## src/rtl/fibo_pkg.sv

```systemverilog
// Shared constants and types for the Fibonacci sequencing controller.
package fibo_pkg;

  localparam int FIBO_W = 4;

  localparam logic [2:0] ALU_OP_ADD = 3'b000;
  localparam logic [2:0] ALU_OP_SUB = 3'b001;

  typedef enum logic [1:0] {
    IDLE = 2'd0,
    ADD  = 2'd1,
    DEC  = 2'd2,
    DONE = 2'd3
  } fibo_state_t;

endpackage

```

## src/rtl/fibo_ctrl.sv

```systemverilog
// Fibonacci controller driving an external ALU; FIBO_OVF_EN adds wrap tracking on overflow.
// Latency: done in cycle 2n+1 after the accepted start (cycle 1 for n=0); start is ignored while busy.
module fibo_ctrl
  import fibo_pkg::*;
#(
  parameter int WIDTH = FIBO_W
) (
  input  logic             clk,
  input  logic             rst_n,
  input  logic             start,
  input  logic [WIDTH-1:0] n,
  output logic             busy,
  output logic             done,
  output logic [WIDTH-1:0] result,
  output logic             overflow,
  output logic [WIDTH-1:0] alu_a,
  output logic [WIDTH-1:0] alu_b,
  output logic [2:0]       alu_op,
  input  logic [WIDTH-1:0] alu_d,
  input  logic             alu_zero
);

  fibo_state_t      state_q;
  logic [WIDTH-1:0] f0_q, f1_q, cnt_q, result_q;
  logic [WIDTH-1:0] alu_a_q, alu_b_q;
  logic [2:0]       alu_op_q;
  logic             busy_q, done_q;

`ifdef FIBO_OVF_EN
  logic tag0_q, tag1_q, ovf_q;
  logic wrap;

  // A carry out of an unsigned add shows up as a sum smaller than either operand.
  assign wrap     = (alu_d < f1_q);
  assign overflow = ovf_q;
`else
  assign overflow = 1'b0;
`endif

  // ALU operand registers are loaded with the values of the state being entered.
  always_ff @(posedge clk or negedge rst_n) begin
    if (!rst_n) begin
      state_q  <= IDLE;
      f0_q     <= '0;
      f1_q     <= '0;
      cnt_q    <= '0;
      result_q <= '0;
      alu_a_q  <= '0;
      alu_b_q  <= '0;
      alu_op_q <= ALU_OP_ADD;
      busy_q   <= 1'b0;
      done_q   <= 1'b0;
`ifdef FIBO_OVF_EN
      tag0_q   <= 1'b0;
      tag1_q   <= 1'b0;
      ovf_q    <= 1'b0;
`endif
    end else begin
      done_q <= 1'b0;
      case (state_q)
        IDLE: begin
          if (start) begin
            cnt_q    <= n;
            f0_q     <= '0;
            f1_q     <= WIDTH'(1);
            result_q <= '0;
            busy_q   <= 1'b1;
            alu_op_q <= ALU_OP_ADD;
            alu_a_q  <= '0;
`ifdef FIBO_OVF_EN
            tag0_q   <= 1'b0;
            tag1_q   <= 1'b0;
            ovf_q    <= 1'b0;
`endif
            if (n == '0) begin
              state_q <= DONE;
              done_q  <= 1'b1;
              alu_b_q <= '0;
            end else begin
              state_q <= ADD;
              alu_b_q <= WIDTH'(1);
            end
          end
        end
        ADD: begin
          f0_q     <= f1_q;
          f1_q     <= alu_d;
`ifdef FIBO_OVF_EN
          tag0_q   <= tag1_q;
          tag1_q   <= tag1_q | wrap;
`endif
          state_q  <= DEC;
          alu_a_q  <= cnt_q;
          alu_b_q  <= WIDTH'(1);
          alu_op_q <= ALU_OP_SUB;
        end
        DEC: begin
          cnt_q    <= alu_d;
          alu_op_q <= ALU_OP_ADD;
          if (alu_zero) begin
            state_q  <= DONE;
            done_q   <= 1'b1;
            result_q <= f0_q;
`ifdef FIBO_OVF_EN
            ovf_q    <= tag0_q;
`endif
            alu_a_q  <= '0;
            alu_b_q  <= '0;
          end else begin
            state_q <= ADD;
            alu_a_q <= f0_q;
            alu_b_q <= f1_q;
          end
        end
        DONE: begin
          state_q <= IDLE;
          busy_q  <= 1'b0;
        end
      endcase
    end
  end

  assign busy   = busy_q;
  assign done   = done_q;
  assign result = result_q;
  assign alu_a  = alu_a_q;
  assign alu_b  = alu_b_q;
  assign alu_op = alu_op_q;

endmodule

```

## config.mk

```make
export PLATFORM = sky130hd
export DESIGN_NAME = fibo_ctrl
export DESIGN_NICKNAME = d
export VERILOG_FILES = /design/src/rtl/fibo_pkg.sv /design/src/rtl/fibo_ctrl.sv
export SDC_FILE = /design/constraint.sdc
export NUM_CORES = 1
export LEC_CHECK = 0
export CAP_MARGIN = 15
export CORE_MARGIN = 5
export CORE_UTILIZATION = 40
export CTS_CLUSTER_SIZE = 28
export DETAILED_ROUTE_END_ITERATION = 12
export HOLD_SLACK_MARGIN = 0.12
export PLACE_DENSITY = 0.7
export SYNTH_ARGS = -nofsm -noshare
export SYNTH_HDL_FRONTEND = slang
export SYNTH_SLANG_ARGS = --single-unit
```

## constraint.sdc

```tcl
create_clock -name clk -period 3.4 [get_ports clk]
set_input_delay 1.02 -clock clk [delete_from_list [all_inputs] [get_ports clk]]
set_output_delay 1.02 -clock clk [all_outputs]
set_load 0.005 [all_outputs]
```

==> run_1/clock_wires.png <==
Drawn at 6 px/micron.
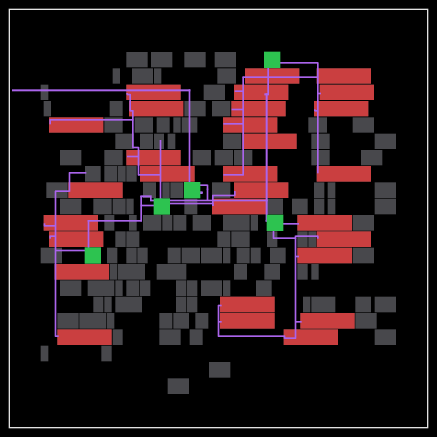
[purple] clock wires | length: 344 microns
[green] clock-net drivers | count: 5
[red] flip-flops | count: 29
routed clock nets: 6
power in the clock group: 0.000197 W
Final Skew: 0.009238 ns

==> run_1/class_map.png <==
Drawn at 4 px/micron.
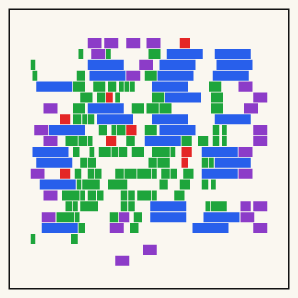
[red] clock drivers and dummy loads | cells: 8 | share of their area: 3.3%
[purple] remaining buffers and delay cells | cells: 28 | share of their area: 16%
[blue] sequential cells | cells: 29 | share of their area: 43%
[green] remaining logic cells | cells: 96 | share of their area: 37%
Seq area share: 0.4191
# rows: 21
final core occ: 0.5109

==> impl_metrics.json, run 1 <==
{
  "use_met2": 0.2108,
  "slew_violations": 0,
  "maxSlewHeadroom": 0.6355,
  "hold_depth": 2,
  "routed_wl_microns": 3046,
  "clk_pin_slew_ns": 0.09,
  "grt_pass1_wl_microns": 5133,
  "topRoutingLayerUsed": "met4",
  "area_leaders": "dfrtp_1, a22o_1, ha_1",
  "grt_max_degree": 30,
  "synth.mux.area_fraction": 0.01768,
  "ys_types": 28,
  "end_kind": "flip-flop",
  "worst_ep_arrival_time_ns": 2.51,
  "cpMaxStageDelayCell": "clkdlybuf4s50_1",
  "grtUsageTotal": 0.1337,
  "ys_cells": 134,
  "simple_gate_area_frac": 0.1291,
  "gp_congestion": 0.8151,
  "swShare": 0.3912,
  "wl_met2_microns": 1405,
  "outcome": "finished clean",
  "overflow": 0,
  "logic_area_sq_um": 588.1,
  "stdcell_area_sq_mm": 0.001732,
  "nFillCells": 322,
  "drive_gt1_frac": 0.09317,
  "critical_path.max_stage_delay_ns": 0.56,
  "diodes": 0,
  "cts.path.max_buffers": 2,
  "path_delay_family": "simple AND/OR/NAND/NOR gates",
  "fin_nets": 176,
  "comb_power_share": 0.480,
  "yosys_warnings": 0,
  "drt_iter0_drc": 37,
  "m1WireLength_microns": 1400,
  "ctsRootBufferMaster": "clkbuf_4",
  "cts_hold_buf": 0,
  "cts_tree": "done"
}
==> run_1/clock_nets.png <==
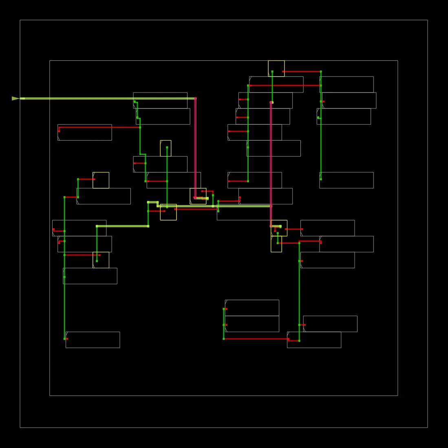
clock sinks: 29
clk ins delay skew pair: 0.32 ns
CTS Buf Count: 5
Layout clock buffers: 5
FF+latch count: 29

-- run 1: cells in the mapped netlist --
| library cell | n |
|---|---|
| a21oi_1 | 8 |
| buf_2 | 3 |
| a221o_1 | 2 |
| nor2_1 | 1 |
| o21ai_1 | 7 |
| and2_4 | 2 |
| clkbuf_1 | 2 |
| a22oi_2 | 1 |
| dfrtp_1 | 29 |
| nand2b_1 | 6 |
| ha_1 | 4 |
| buf_6 | 3 |
| mux2_1 | 1 |
| nor4_1 | 1 |
| o21ai_2 | 1 |
| o22ai_1 | 4 |
| nand2_1 | 13 |
| a22oi_1 | 4 |
| mux2i_2 | 1 |
| nor2b_1 | 3 |
| a211o_1 | 2 |
| o31ai_1 | 1 |
| nand3_1 | 5 |
| inv_1 | 8 |
| a22o_1 | 14 |
| and3_1 | 4 |
| conb_1 | 1 |
| buf_4 | 3 |
-- run 1: area by class of cell --
| class | count | share of cell area |
|---|---|---|
| sequential | 29 | 0.4191 |
| multi-input combinational | 88 | 0.3396 |
| timing repair buffer | 28 | 0.1590 |
| tap | 46 | 0.03324 |
| clock buffer | 5 | 0.02168 |
| inverter | 8 | 0.01734 |
| clock inverter | 3 | 0.01012 |
-- run 1: final timing paths --
kind | start | endpoint | slack, ns
max | start | cnt_q[2]$_DFFE_PN0P_ | 1.10
min | alu_a[0]$_DFFE_PN0P_ | alu_a[0]$_DFFE_PN0P_ | 0.49
max reg2reg | state_q[0]$_DFFE_PN0P_ | alu_op[0]$_DFFE_PN0P_ | 1.32
min reg2reg | alu_a[0]$_DFFE_PN0P_ | alu_a[0]$_DFFE_PN0P_ | 0.49
max in group asynchronous | rst_n | busy$_DFFE_PN0P_ | 2.06
min in group asynchronous | rst_n | f0_q[0]$_DFFE_PN0P_ | 1.07
## Run 2: what changed since run 1
Settings changed: PLACE_DENSITY 0.7 to 0.73.
Clock period 3.4 ns to 1.9 ns, I/O delays scaled along.
==> run_2/clock_nets.png <==
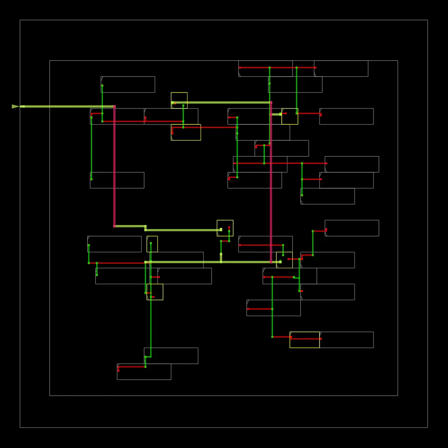
Final Skew: 0.007559 ns
Layout clock buffers: 7
power in the clock group: 0.000419 W

==> run_2/clock_wires.png <==
Drawn at 6 px/micron.
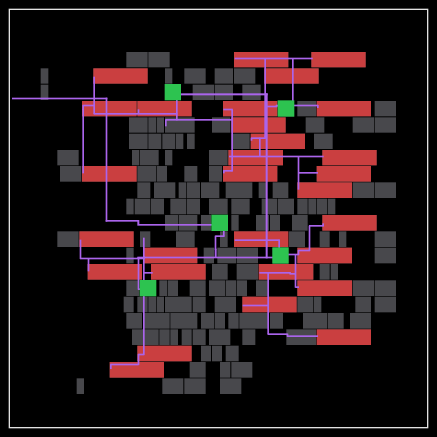
[red] flip-flops | count: 29
[green] clock-net drivers | count: 5
[purple] clock wires | length: 371 microns
routed clock nets: 6
clock power share: 0.149

==> run_2/m3.png <==
Drawn at 6 px/micron.
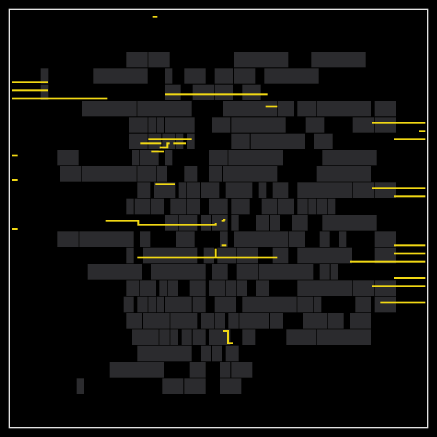
main direction: horizontal
share of all routed wire: 5.9%
met3 Resource Use GR: 0.05507
WL final: 3136 microns
detailed-route via count: 1,132

==> run 2 against run 1 <==
Against the previous run:
- utilization rose by 2.2 points
- routed wire length rose by 3.0%
- synthesized cell count did not move
- first-iteration DRC count rose by 120%
- combinational power rose by 95%
- critical path type is now reg2out
==> impl_metrics.json, run 2 <==
{
  "outcome": "finished clean",
  "utilization": 0.5330,
  "ys_types": 28,
  "comb_power_share": 0.490,
  "grt_max_degree": 30,
  "clk_pin_slew_ns": 0.09,
  "m1WireLength_microns": 1328,
  "worst_ep_arrival_time_ns": 1.26,
  "cts.path.max_buffers": 2,
  "path_delay_family": "buffers and inverters",
  "synth_top_cell_by_count": "dfrtp_1",
  "top_cells_by_count": "dfrtp_1, a22o_1, nand2_1, a21oi_1, inv_1",
  "logic_area_sq_um": 588.1,
  "swShare": 0.3736,
  "synth-main-ff-cell": "dfrtp_1",
  "overflow": 0,
  "grtUsageTotal": 0.1384,
  "synthArstFlopShare": 1.000,
  "wl_met2_microns": 1543,
  "end_kind": "primary output",
  "synth.mux.area_fraction": 0.01768,
  "critical_path.max_stage_delay_ns": 0.54,
  "diodes": 0
}
run 2: cell counts after synthesis:
Identical to the previous run, type by type.
run 2: cells by family after synthesis:
logic type | count (synthesis)
AND-OR/OR-AND | 44
multiplexers | 2
flip-flops | 29
adder cells (fa/ha/maj) | 4
buffers and inverters | 19
AND/OR/NAND/NOR | 35
other | 1
run 2: path summary, 6_finish.rpt:
check | cells after the start | slack [ns] | end | startpoint
worst min-delay path | 2 | 0.49 | alu_a[0]$_DFFE_PN0P_ | alu_a[0]$_DFFE_PN0P_
worst max register to register | 5 | 0.13 | result[3]$_DFFE_PN0P_ | state_q[0]$_DFFE_PN0P_
worst min register to register | 2 | 0.49 | alu_a[0]$_DFFE_PN0P_ | alu_a[0]$_DFFE_PN0P_
worst max-delay path | 1 | 0.07 | result[1] | result[1]$_DFFE_PN0P_
max in group asynchronous | 2 | 1.00 | state_q[0]$_DFFE_PN0P_ | rst_n
min in group asynchronous | 2 | 0.63 | f1_q[0]$_DFFE_PN0P_ | rst_n
run 2: metal layers:
metal | vias up | global-route usage
li1 | 541 | -
met1 | 544 | 0.1580
met2 | 38 | 0.2214
met3 | 9 | 0.05507
met4 | 0 | 0.07375
met5 | - | 0
run 2: final cells by class:
type | instances | area share
inverter | 8 | 0.01662
clock inverter | 1 | 0.002770
clock buffer | 7 | 0.03601
sequential | 29 | 0.4017
timing repair buffer | 36 | 0.1856
tap | 46 | 0.03186
multi-input combinational | 88 | 0.3255
run 2: metrics by stage:
step                setup WS [ns]  cell area, sq um  TNS [ns]  cells
detailed placement        -0.1092              1737    -1.616    207
finish                    0.06707              1807         0    215
global placement         -0.06150              1737   -0.7821    207
global route              0.02297              1807         0    215
CTS                       0.05375              1807         0    215
floorplan                  0.2757              1423         0    136
No activity file was given, so power comes from the tool's default toggle rates.
